<file path="src/rtl/vram_arb_pkg.sv">
// Shared types and geometry for the VRAM write arbiter: FSM state,
// stripe dimensions, pixel width and a saturating counter helper.
package vram_arb_pkg;

    localparam int unsigned VRAM_STRIPE_W = 640;
    localparam int unsigned VRAM_STRIPE_H = 32;
    localparam int unsigned VRAM_DEPTH    = VRAM_STRIPE_W * VRAM_STRIPE_H;
    localparam int unsigned VRAM_AW       = 15;
    localparam int unsigned PIX_W         = 12;
    localparam int unsigned CNT_W         = 16;

    typedef enum logic [1:0] {RUN, DRAIN, SWAP} arb_state_t;

    function automatic logic [CNT_W-1:0] sat_inc(input logic [CNT_W-1:0] v);
        return (&v) ? v : v + CNT_W'(1);
    endfunction

endpackage

</file>
<file path="src/rtl/vram_write_arbiter_if.sv">
// Writer-side request bus plus the registered VRAM write port.
// slave: the arbiter; master: the writers and VRAM side.
interface vram_wr_if
    import vram_arb_pkg::*;
#(
    parameter int unsigned NREQ = 3,
    parameter int unsigned AW   = VRAM_AW,
    parameter int unsigned DW   = PIX_W
);
    logic [NREQ-1:0]    req;
    logic [NREQ*AW-1:0] req_addr;
    logic [NREQ*DW-1:0] req_data;
    logic [NREQ-1:0]    gnt;
    logic               wr_en;
    logic [AW-1:0]      wr_addr;
    logic [DW-1:0]      wr_data;

    modport master (
        output req, req_addr, req_data,
        input  gnt, wr_en, wr_addr, wr_data
    );

    modport slave (
        input  req, req_addr, req_data,
        output gnt, wr_en, wr_addr, wr_data
    );

endinterface

</file>
<file path="src/rtl/vram_write_arbiter_rr_picker.sv">
// Combinational round-robin picker: first set req bit at or after ptr,
// wrapping modulo NREQ; returns a one-hot grant and the winner index.
module rr_picker #(
    parameter int unsigned NREQ = 3,
    parameter int unsigned PW   = (NREQ > 1) ? $clog2(NREQ) : 1
) (
    input  logic [NREQ-1:0] req,
    input  logic [PW-1:0]   ptr,
    output logic [NREQ-1:0] gnt,
    output logic [PW-1:0]   winner,
    output logic            valid
);

    always_comb begin
        int unsigned idx;
        gnt    = '0;
        winner = '0;
        valid  = 1'b0;
        idx    = 0;
        for (int unsigned k = 0; k < NREQ; k++) begin
            idx = (32'(ptr) + k) % NREQ;
            if (!valid && req[PW'(idx)]) begin
                valid            = 1'b1;
                winner           = PW'(idx);
                gnt[PW'(idx)]    = 1'b1;
            end
        end
    end

endmodule

</file>
<file path="src/rtl/vram_write_arbiter.sv">
// Round-robin arbiter for the ping-pong VRAM write port with frame-tick bank swap.
// Define VRAM_ARB_STATS_EN to add swap/skip/miss saturating counters.
module vram_write_arbiter
    import vram_arb_pkg::*;
#(
    parameter int unsigned NREQ  = 3,
    parameter int unsigned AW    = VRAM_AW,
    parameter int unsigned DW    = PIX_W,
    parameter int unsigned DEPTH = VRAM_DEPTH
) (
    input  logic       clk,
    input  logic       reset,
    input  logic       win_en,
    input  logic       frame_tick,
    input  logic       frame_ready,
    vram_wr_if.slave   bus,
    output logic       bank_sel,
    output logic       swap_pulse,
    output logic       addr_err
`ifdef VRAM_ARB_STATS_EN
    ,
    output logic [CNT_W-1:0] swap_cnt,
    output logic [CNT_W-1:0] skip_cnt,
    output logic [CNT_W-1:0] miss_cnt
`endif
);

    localparam int unsigned PW = (NREQ > 1) ? $clog2(NREQ) : 1;

    arb_state_t      state;
    logic [PW-1:0]   rr_ptr;
    logic [NREQ-1:0] pick_gnt;
    logic [PW-1:0]   winner;
    logic            pick_valid;
    logic            grant_c;
    logic            win_oor;
    logic [AW-1:0]   win_addr;
    logic [DW-1:0]   win_data;

    rr_picker #(.NREQ(NREQ), .PW(PW)) u_picker (
        .req    (bus.req),
        .ptr    (rr_ptr),
        .gnt    (pick_gnt),
        .winner (winner),
        .valid  (pick_valid)
    );

    // Grants only in RUN with the write window open; suppressed during reset.
    assign grant_c  = !reset && (state == RUN) && win_en && pick_valid;
    assign bus.gnt  = grant_c ? pick_gnt : '0;
    assign win_addr = bus.req_addr[winner * AW +: AW];
    assign win_data = bus.req_data[winner * DW +: DW];
    assign win_oor  = 32'(win_addr) >= DEPTH;

    // Write register, round-robin pointer and sticky range error.
    always_ff @(posedge clk) begin
        if (reset) begin
            bus.wr_en   <= 1'b0;
            bus.wr_addr <= '0;
            bus.wr_data <= '0;
            addr_err    <= 1'b0;
            rr_ptr      <= '0;
        end else begin
            bus.wr_en <= grant_c && !win_oor;
            if (grant_c && !win_oor) begin
                bus.wr_addr <= win_addr;
                bus.wr_data <= win_data;
            end
            if (grant_c && win_oor)
                addr_err <= 1'b1;
            if (grant_c)
                rr_ptr <= (winner == PW'(NREQ - 1)) ? '0 : winner + PW'(1);
        end
    end

    // Frame FSM: DRAIN lets the last registered write retire before the swap.
    always_ff @(posedge clk) begin
        if (reset) begin
            state      <= RUN;
            bank_sel   <= 1'b0;
            swap_pulse <= 1'b0;
        end else begin
            swap_pulse <= 1'b0;
            case (state)
                RUN: begin
                    if (frame_tick)
                        state <= DRAIN;
                end
                DRAIN: begin
                    if (frame_ready) begin
                        state      <= SWAP;
                        bank_sel   <= ~bank_sel;
                        swap_pulse <= 1'b1;
                    end else begin
                        state <= RUN;
                    end
                end
                SWAP:    state <= RUN;
                default: state <= RUN;
            endcase
        end
    end

`ifdef VRAM_ARB_STATS_EN
    always_ff @(posedge clk) begin
        if (reset) begin
            swap_cnt <= '0;
            skip_cnt <= '0;
            miss_cnt <= '0;
        end else begin
            if (state == DRAIN && frame_ready)
                swap_cnt <= sat_inc(swap_cnt);
            if (state == DRAIN && !frame_ready)
                skip_cnt <= sat_inc(skip_cnt);
            if (state != RUN && frame_tick)
                miss_cnt <= sat_inc(miss_cnt);
        end
    end
`endif

endmodule

</file>
<file path="src/flat_wrapper.sv">
// flat-port wrapper written by rule: the top's interface ports become plain ports
module vram_write_arbiter_flat import vram_arb_pkg::*;
#(
    parameter int unsigned NREQ  = 3,
    parameter int unsigned AW    = VRAM_AW,
    parameter int unsigned DW    = PIX_W,
    parameter int unsigned DEPTH = VRAM_DEPTH
)
  (clk, reset, win_en, frame_tick, frame_ready, bank_sel, swap_pulse, addr_err, bus_req, bus_req_addr, bus_req_data, bus_gnt, bus_wr_en, bus_wr_addr, bus_wr_data);
  vram_wr_if #(.NREQ(NREQ), .AW(AW), .DW(DW)) bus_i ();
  input  logic clk;
  input  logic reset;
  input  logic win_en;
  input  logic frame_tick;
  input  logic frame_ready;
  output logic bank_sel;
  output logic swap_pulse;
  output logic addr_err;
  input wire logic [$bits(bus_i.req)-1:0] bus_req;
  input wire logic [$bits(bus_i.req_addr)-1:0] bus_req_addr;
  input wire logic [$bits(bus_i.req_data)-1:0] bus_req_data;
  output wire logic [$bits(bus_i.gnt)-1:0] bus_gnt;
  output wire logic [$bits(bus_i.wr_en)-1:0] bus_wr_en;
  output wire logic [$bits(bus_i.wr_addr)-1:0] bus_wr_addr;
  output wire logic [$bits(bus_i.wr_data)-1:0] bus_wr_data;
  assign bus_i.req = bus_req;
  assign bus_i.req_addr = bus_req_addr;
  assign bus_i.req_data = bus_req_data;
  assign bus_gnt = bus_i.gnt;
  assign bus_wr_en = bus_i.wr_en;
  assign bus_wr_addr = bus_i.wr_addr;
  assign bus_wr_data = bus_i.wr_data;
  vram_write_arbiter #(.NREQ(NREQ), .AW(AW), .DW(DW), .DEPTH(DEPTH)) u_core (.clk(clk), .reset(reset), .win_en(win_en), .frame_tick(frame_tick), .frame_ready(frame_ready), .bus(bus_i), .bank_sel(bank_sel), .swap_pulse(swap_pulse), .addr_err(addr_err));
endmodule
</file>
<file path="config.mk">
export PLATFORM = sky130hd
export DESIGN_NAME = vram_write_arbiter_flat
export DESIGN_NICKNAME = d
export VERILOG_FILES = /design/src/rtl/vram_arb_pkg.sv /design/src/rtl/vram_write_arbiter_if.sv /design/src/rtl/vram_write_arbiter_rr_picker.sv /design/src/rtl/vram_write_arbiter.sv /design/src/flat_wrapper.sv
export SDC_FILE = /design/constraint.sdc
export NUM_CORES = 1
export LEC_CHECK = 0
export ABC_AREA = 1
export CELL_PAD_IN_SITES_DETAIL_PLACEMENT = 1
export CELL_PAD_IN_SITES_GLOBAL_PLACEMENT = 1
export CORE_MARGIN = 2
export CORE_UTILIZATION = 29
export DETAILED_ROUTE_END_ITERATION = 6
export PLACE_DENSITY = 0.86
export SLEW_MARGIN = 40
export SYNTH_ARGS = -nofsm -noshare
export SYNTH_HDL_FRONTEND = slang
export SYNTH_SLANG_ARGS = --single-unit
</file>
<file path="constraint.sdc">
create_clock -name clk -period 5.1 [get_ports clk]
set_clock_uncertainty 0.05 [all_clocks]
set_input_delay 1.275 -clock clk [delete_from_list [all_inputs] [get_ports clk]]
set_output_delay 1.275 -clock clk [all_outputs]
set_load 0.005 [all_outputs]
</file>
==> results.txt, run 1 <==
Item: results of the latest flow run.

- Post-route period utilization is reported as around 91%.
- The number of rows created at floorplan is 34.
- The kind of critical path is primary input to primary output.
- Entering global routing, the biggest net connects approximately 53 pins.
- The stage logs contain a warning count of 29.
- Averaged over all synthesized cells, the footprint is 5.93 um^2.
- For this run, the final setup violation count is recorded as 0.
- The share of final-layout standard cells stronger than drive strength 1 is around 6.9%.
- Of the post-synthesis cell area, the dominant cell type holds about 28%.
- The setup TNS is 0 ns.
- The post-cts hold-fix buffer tally is 0.
- The final critical path time including I/O delays and setup is 4.62 ns.
- The kind of end point of the critical path is a primary output.
- The run finished with clean final reports.
- The area recorded from the Yosys report for this design is 2520 um^2.
- Clock tree synthesis inserted a total of 5 buffers.
- The I/O pin count is 123.
- Looking at the max-slew report, the worst-margin pin has a slew of 0.545 ns.
- The final weighted congestion recorded by global placement is just under 0.9.
- The number of hold-slack violations in the final timing report is 0.
- For the worst-skew pair, the clock arrives at the later sink with an insertion delay of 0.28 ns.
- The area of the mapped netlist is approximately 2500 um^2.
- The growth of design area from synthesis to finish is 54.1%.
- For this design, the sink count on the clock tree is 35.
- The number of maximum-capacitance constraint violations is 0.
- The die is 97.2 um wide.
- Detailed placement ended at an HPWL of 6.98 mm.
- Summing the sequential cell areas from Yosys gives between 20% and 30% of the chip area.
- Yosys reported a register bit count of 35.
- The count of nets after finishing is around 630.
- Before placement the cells fill slightly below 30% of the core.
- By area the synthesized netlist is led by sky130_fd_sc_hd__dfxtp_1 (28%), sky130_fd_sc_hd__nand2_1 (16%), sky130_fd_sc_hd__inv_1 (10%), sky130_fd_sc_hd__a21oi_1 (8.9%), sky130_fd_sc_hd__nand3_1 (8.3%).
[run 1: worst max-delay path: stages]
cell and delay [ns]:
sky130_fd_sc_hd__clkdlybuf4s50_1 0.53, sky130_fd_sc_hd__inv_2 0.07, sky130_fd_sc_hd__o21ai_1 0.17, sky130_fd_sc_hd__nand2_1 0.18, sky130_fd_sc_hd__nand3_1 0.12, sky130_fd_sc_hd__nand3_1 0.23, sky130_fd_sc_hd__a21oi_1 0.20, sky130_fd_sc_hd__clkdlybuf4s50_1 0.52
[run 1: layout by cell type, fill, tap and decap left out, drive strengths merged]
cell type,n
nor2,36
o22ai,1
clkdlybuf4s50,122
clkinv,2
nor3,4
ha,4
inv,71
dfxtp,35
a21oi,55
o21ai,29
nand3,44
buf,4
o2111ai,1
nand2,115
nand3b,1
nand4,3
a31oi,2
clkbuf,6
[run 1: registers in the layout, indices dropped and copies added (netlist names)]
| name | flops |
|---|---|
| u_core.addr_err | 1 |
| u_core.bank_sel | 1 |
| u_core.bus.wr_addr | 15 |
| u_core.bus.wr_data | 12 |
| u_core.bus.wr_en | 1 |
| u_core.rr_ptr | 2 |
| u_core.state | 2 |
| u_core.swap_pulse | 1 |
[run 1: metrics by stage]
stage,hold slack (ns),cells,power (mW),setup slack (ns),util [%]
6_report,0.417,643,1.09,0.477,45.4
5_1_grt,0.440,643,1.19,0.284,45.4
4_1_cts,0.419,643,1.11,0.479,45.4
3_5_place_dp,0.409,636,0.907,0.487,44.4
3_3_place_gp,0.393,636,0.887,0.533,44.4
2_1_floorplan,0.391,425,0.696,1.73,-
[run 1: final cells by class]
class | instances | area [um^2]
repair buffers | 126 | 1250
clock buffers | 6 | 82.6
flip-flops and latches | 35 | 701
multi-input cells | 295 | 1440
clock inverters | 1 | 5.00
well taps | 108 | 135
inverters | 72 | 270
fillers | 1140 | 4670
[run 1: final timing paths]
check	from	slack, ns	cells past startpoint	to
worst max-delay path	bus_req[2]	0.48	8	bus_gnt[2]
worst min-delay path	u_core.addr_err	0.42	2	u_core.addr_err
worst max register to register	u_core.rr_ptr[0]	1.72	18	u_core.bus.wr_addr[7]
worst min register to register	u_core.addr_err	0.42	2	u_core.addr_err
[run 1: routing by layer]
| layer | wire length, um | GRT usage [%] |
|---|---|---|
| met1 | 4080 | 24.4 |
| met2 | 3930 | 28.4 |
| met3 | 370 | 2.09 |
| met4 | 258 | 6.62 |
| met5 | 0 | 0 |
[run 1: power by group]
group / total, mW / leakage (nW) / switching [mW] / internal, mW
sequential: 0.324 / 0.286 / 0.0186 / 0.305
clock: 0.197 / 0.0470 / 0.0914 / 0.106
combinational: 0.573 / 1.43 / 0.336 / 0.237
[run 1: cell families (layout without fill, tap and decap cells)]
kind of cell | Yosys count | in the layout | share of synthesized area, %
AOI/OAI and AO/OA | 88 | 88 | 19.6
adders and majority gates | 4 | 4 | 1.99
buffers and inverters | 95 | 205 | 15.4
DFF | 35 | 35 | 27.8
and+or+nand+nor | 203 | 203 | 35.3
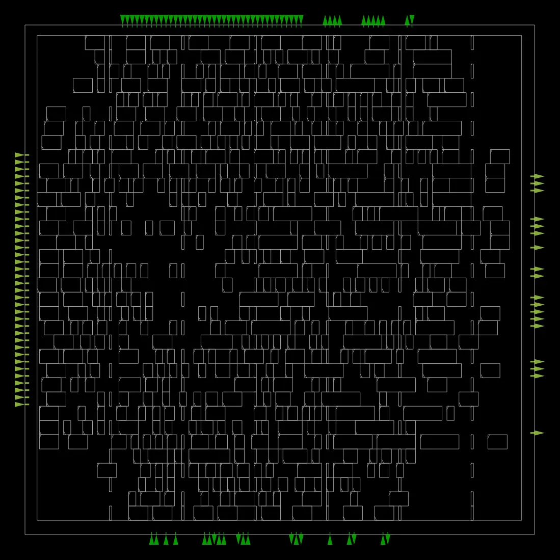
Figure 1: run 1, cell placement.
final core utilization: 45.4%
flip-flop and latch count: 35
number of filler instances in the final layout: 1,140
number of well taps: 108

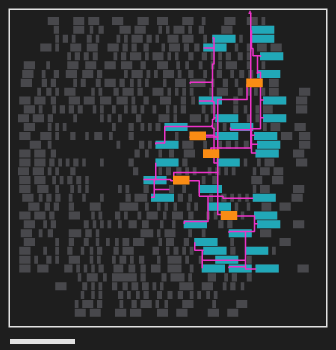
Figure 2: run 1, clock network drawn from the DEF.
The bar under the picture is 20 um long.
[clock wires] magenta | length: 411 um
[flip-flops] cyan | count: 35
[cells driving clock nets] orange | count: 5
routed clock nets: 6

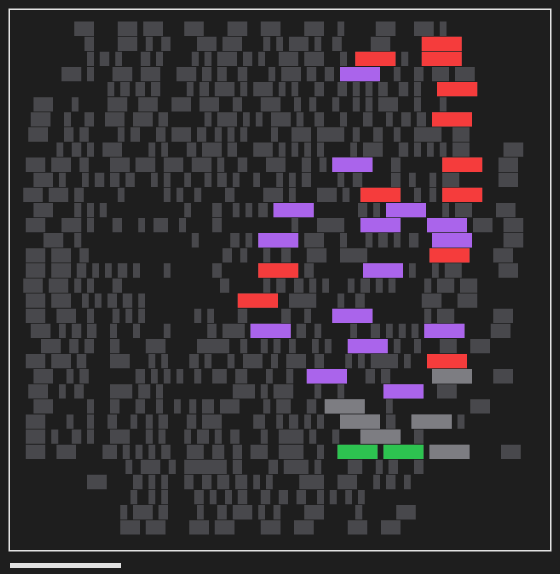
Figure 3: run 1, where the registers sit.
The bar under the picture is 20 um long. Other sequential cells in the stronger grey, the rest of the logic in the fainter grey.
[u_core.state] green | sequential cells: 2
[u_core.bus.wr_data] red | sequential cells: 12
[u_core.bus.wr_addr] purple | sequential cells: 15

==> inputs of run 2 (changes only) <==
CORE_UTILIZATION = 26   (was 29)
PLACE_DENSITY = 0.79   (was 0.86)
clock period = 4.9 ns   (was 5.1 ns; I/O delays follow)
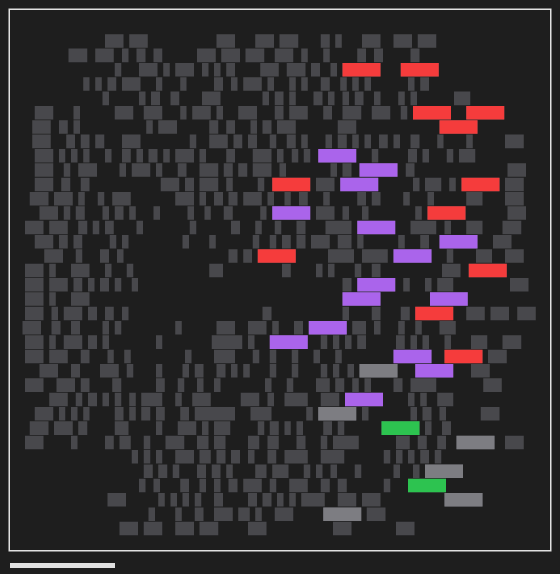
Figure 4: run 2, where the registers sit.
The bar under the picture is 20 um long. Other sequential cells in the stronger grey, the rest of the logic in the fainter grey.
[u_core.bus.wr_addr] purple | sequential cells: 15
[u_core.state] green | sequential cells: 2
[u_core.bus.wr_data] red | sequential cells: 12
not coloured: 6

==> run 2 against run 1 <==
- die area up 11%
- sequential cell count did not move
- clock-buffer cell count is the same
- synthesized area unchanged
- via count fell by 1.5%
- total power rose by 5.4%
- wire length increased by 3.8%
- final cell count is 3.4% higher
- sequential power grew 4%
==> results.txt, run 2 <==
Item: results of the latest flow run.

- The initial standard-cell utilization of the core is 27.0% (-2.5 points).
- The setup TNS was 0 ns (unchanged).
- The detailed placement HPWL was 7.24 mm (+3.7%).
- The clock latency at the later pin of the worst-skew pair is 0.28 ns (about the same).
- The part of the cycle the worst path needs is 94.1%.
- The kind of critical path is primary input to primary output.
- The top cell type's share of synthesized area is 27.8% (unchanged).
- The pin count of the biggest net entering global routing is 53 (unchanged).
- The most common logic cell in the final layout is sky130_fd_sc_hd__clkdlybuf4s50_1.
- The horizontal die dimension came to 102 um (+5.4%).
- The number of rows created at floorplan is 35 (+2.9%).
- The relative contribution of sequential cells to total power is 29.3% (-0.3 points).
- On the critical path the data arrives at 3.33 ns.
- Warnings reported by Yosys during synthesis add up to 0.
- The sequential area share after synthesis is 27.8% (unchanged).
- The share of the core filled with cells in the final layout is 42.0% (-3.4 points).
- The flow ran to the end, and the final reports show no timing, DRC or antenna violations.
- The synthesized chip area reported by yosys is 2520 um^2 (unchanged).
- The number of maximum-capacitance constraint violations came to 0 (unchanged).
- The clock buffer count from CTS is 5 (unchanged).
- The final critical path time including I/O delays and setup is roughly 4.6 ns.
- The total power after layout came to 1.15 mW (+5.4%).
- The clock network power share is 18.4% (+0.4 points).
- The count of nets after finishing was 629 (+0.16%).
- The number of flip-flops and latches in the synthesized netlist is 35 (unchanged).
- The area of the mapped netlist is 2520 um^2 (unchanged).
- The pin slew with the least headroom to its limit came to 0.575 ns (+0.0304 ns).
- The share of final-layout standard cells stronger than drive strength 1 is 7.09% (+0.17 points).
- The switching part of the total is 41.1% (+0.38 points).
- The TritonCTS sink count was 35 (unchanged).
- The final instance count without filler cells is 665 (+3.4%).
- The number of hold-slack violations in the final timing report is 0 (unchanged).
- The post-cts hold-fix buffer tally came to 0 (unchanged).
- The combinational power share is 52.3% (about the same).
- The tally of OpenROAD warnings came to 29 (unchanged).
- The worst setup path is captured at a primary output.
- The weighted congestion at the end of routability-driven global placement is 0.868 (-0.92%).
- The register ranked first by flip-flop count is u_core.bus.wr_addr.
- The internal power component is 0.679 mW (+4.7%).
- The I/O pin count came to 123 (unchanged).
- The top cell types in the final layout, fill and taps aside, are sky130_fd_sc_hd__clkdlybuf4s50_1 (122), sky130_fd_sc_hd__nand2_1 (109), sky130_fd_sc_hd__inv_1 (66).
- Global routing consumed, over all layers together, between 10% and 20% of the routing resources.
- After synthesis, the cell types taking the most area are sky130_fd_sc_hd__dfxtp_1 (28%), sky130_fd_sc_hd__nand2_1 (16%), sky130_fd_sc_hd__inv_1 (10%), sky130_fd_sc_hd__a21oi_1 (8.9%), sky130_fd_sc_hd__nand3_1 (8.3%).
- The worst setup path is launched from a primary input.
- The setup-violating endpoint count in the final report was 0 (unchanged).
## run 2: netlist changes by cell type in the layout (fill, tap and decap cells not counted)
cell / delta
sky130_fd_sc_hd__buf_4: +1
## run 2: metal layers
layer | wire [um] | GRT usage [%]
met5 | 0 | 0
met4 | 216 | 5.64
met3 | 332 | 2.39
met2 | 4170 | 27.0
met1 | 4250 | 23.6
## run 2: power groups by stage
stage               registers (mW)  clock network [mW]  logic, mW
floorplan                    0.345                   0      0.380
global placement             0.344                   0      0.588
detailed placement           0.345                   0      0.607
CTS                          0.339               0.220      0.608
global route                 0.343               0.232      0.681
finish                       0.338               0.212      0.603
## run 2: logic make-up (layout without fill, tap and decap cells)
group | count (synthesis) | count (layout) | share of synthesized area [%]
buffers and inverters | 95 | 206 | 15.4
DFF | 35 | 35 | 27.8
adders and majority gates | 4 | 4 | 1.99
and+or+nand+nor | 203 | 203 | 35.3
AOI/OAI and AO/OA | 88 | 88 | 19.6
## run 2: cell type report
cell class | instances | area, um^2
Timing Repair Buffer | 127 | 1260
Multi-Input combinational cell | 295 | 1440
Fill cell | 1245 | 5410
Clock inverter | 1 | 5.00
Inverter | 72 | 270
Clock buffer | 6 | 82.6
Tap cell | 129 | 161
Sequential cell | 35 | 701
## run 2: per-stage QoR
step | hold WS, ns | setup WS (ns)
floorplan | 0.391 | 1.63
global placement | 0.399 | 0.443
detailed placement | 0.420 | 0.301
CTS | 0.434 | 0.286
global route | 0.446 | 0.102
finish | 0.425 | 0.291
## run 2: worst paths after layout
| path | startpoint | endpoint | slack [ns] | cells after the start |
|---|---|---|---|---|
| max | bus_req[0] | bus_gnt[2] | 0.29 | 10 |
| min reg2reg | u_core.addr_err | u_core.addr_err | 0.42 | 2 |
| max reg2reg | u_core.rr_ptr[0] | u_core.bus.wr_addr[1] | 1.46 | 19 |
| min | u_core.addr_err | u_core.addr_err | 0.42 | 2 |
## run 2: worst max-delay path, stage by stage
cell	delay [ns]
sky130_fd_sc_hd__clkdlybuf4s50_1	0.51
sky130_fd_sc_hd__inv_1	0.09
sky130_fd_sc_hd__nand2_1	0.07
sky130_fd_sc_hd__nand3_1	0.09
sky130_fd_sc_hd__nand2_1	0.17
sky130_fd_sc_hd__inv_1	0.10
sky130_fd_sc_hd__nand3_1	0.09
sky130_fd_sc_hd__nand3_1	0.25
sky130_fd_sc_hd__a21oi_1	0.21
sky130_fd_sc_hd__clkdlybuf4s50_1	0.52
No activity file was given, so power comes from the tool's default toggle rates.
